cell_density.png
Scale: 3 px per um. 9 x 10 tiles, from dark purple (low) to yellow (high), 0 to 100% covered.
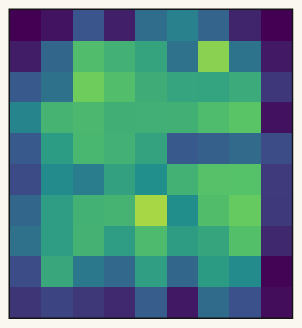
io_fan.png
Scale: 4 px per um.
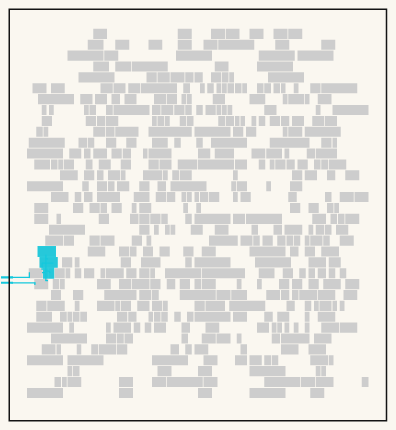
flops_by_reg.png
Scale: 4 px per um. Other sequential cells in the stronger grey, the rest of the logic in the fainter grey.
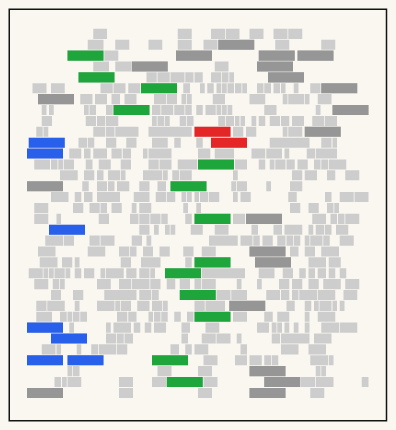
logic_types.png
Scale: 4 px per um.
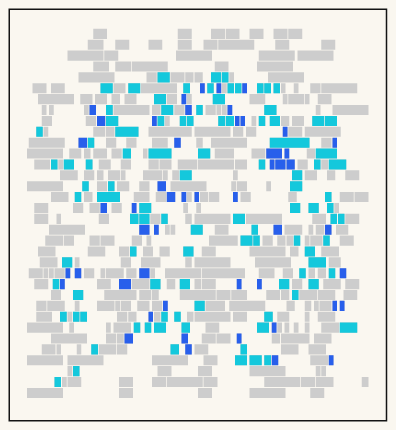
clocks.png
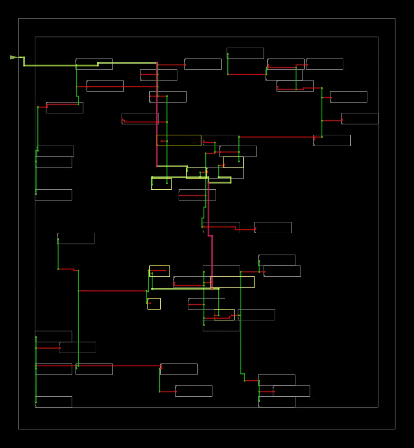
Design vend_controller, sky130hd; sources not shown.
==> Slide: Implementation Results <==
Synthesis and Place & Route Summary

Setup path
  – CP top delay family: simple AND/OR/NAND/NOR gates
  – Critical-path top delay cell: or4_4
  – Max stage delay on crit path: 0.54 ns
  – Worst setup path class: in2reg
  – Most numerous cell on the critical path: ha_1
  – Cell depth of the worst setup path: 16
  – Reg2Reg Setup Slack: 0.50 ns
  – CP Capture Type: register
  – Critical Path RT: ~4.3 ns
  – Crit-path cells: clkdlybuf4s50_1 > inv_1 > ha_1 > nor2_1 > nor3_1 > a21o_1 > ha_1 > fa_2 > xor2_1 > nand3_1 > nor4_1 > o21ai_1 > or4_4 > o21ai_4 > nand2_2 > mux2_1

Global route
  – Met3 usage: ~4.7%
  – GRT busiest layer: met2
  – Largest net degree at the start of global routing: 43
  – Initial antenna violation count: 0
  – GR Layer Usage met2: between 30% and 40%
  – Grt met1 use: around a quarter
  – Vias in the first global route: roughly 3,100

Yosys
  – Area share, top type: between 30% and 40%
  – Top-count cell post-synth: dfrtp_1
  – Register share after synthesis: roughly a third
  – Comb area leader: AND-OR/OR-AND gates
  – Unique cell types: a little under 70
  – Asr flop ratio synth: 100%
  – Synth top cells by count: dfrtp_1, nand2_1, nor2_1
  – Mean area per synthesized cell: a little under 9 um^2
  – Yosys stat area: 3330 um^2
  – Synth top area cells: dfrtp_1, ha_1, o21ai_0
  – Basic Gates by Area: approximately a fifth

Clock network
  – Clock transition at path regs: approximately 0.09 ns
  – Post-cts hold-fix buffer tally: 0
  – CTS resizes: 0
  – CTS tree: built
  – Clk ins delay skew pair: between 0.3 and 0.4 ns
  – Total CTS buffers: 5

Place
  – Detailed Place HPWL: slightly below 8 mm
  – GP Congestion: 0.925
  – Dpl cell area: slightly above 4000 um^2
  – Inst Count DP: ~560

Final timing
  – Pins Over Slew Limit: 0
  – Worst slew margin: between 30% and 40%
  – Clock Skew: roughly 0.015 ns
  – Setup TNS: 0 ns
  – Final setup margin: approximately 0.19 ns
  – Final Setup Violations: 0
  – Cycle use final: between 90% and 100%

Cells and area
  – Most common logic cells in the final layout: dfrtp_1, clkdlybuf4s50_1, buf_4, nand2_1, nor2_1
  – Multi-input gate area: roughly 2100 um^2
  – Non-clk bufs: 82
  – Area Overhead vs Synth: 28.9%
  – Largest class: combinational gates
  – Invs w/o clock: 24
  – Nets: between 400 and 500
  – Clock-cell share: between 3 and 4%

Routing
  – Iter 0 DRT Violations: around 240
  – Wire per inst: around 18 um
  – Routed vias/inst: between 5 and 6
  – Detail Route Antenna Nets: 0
  – WL final: 9.88 mm
  – Wire length on met3: roughly 520 um

Worst hold path
  – HP Class: in2async

Outcome
  – Status: finished, final reports clean

Run
  – Number of OpenROAD warnings: 32
  – Max-Cap Viols: 0

Power
  – P_int: around 1.7 mW
  – VDD IR max: approximately 500 uV
  – LEAKAGE: between 1.5 and 2 nW
  – Total chip power: approximately 3.8 mW
  – Sequential share of power: between 10% and 20%
  – Sw power: 2.06 mW
## Picture notes: cell_density.png
The mean over all tiles is 43%. 3.3% of the tiles are nearly empty. The densest ninth of the die: middle. The fullest tile reaches 87%. 4.4% of the tiles are over 75% full.
fp util: 42.1%
Core Region: 7910 um^2
Layout Utilization: 54.2%

## Picture notes: io_fan.png
Key: cyan = sel_item [bits 2, direction input, end cells 4, buffers 2, wire 26.1 um]
Top Ports: 44
# port buffers: 43

## Picture notes: flops_by_reg.png
Key: green = change_amount [placed flops 13]; red = state_q [placed flops 2]; blue = price_q [placed flops 7]
Reg area: 1050 um^2
Seq group: 0.707 mW
fraction of area in registers: 24.5%

## Picture notes: logic_types.png
Key: blue = nor cells [cells 50]; cyan = aoi and oai cells [cells 101]
post-route insts no fill: 563
multi-input combinational area share: 49.9%

## Picture notes: clocks.png
Clock Sink Count: 42
clk pwr: 0.403 mW

Power is estimated from default activity; no workload was simulated.
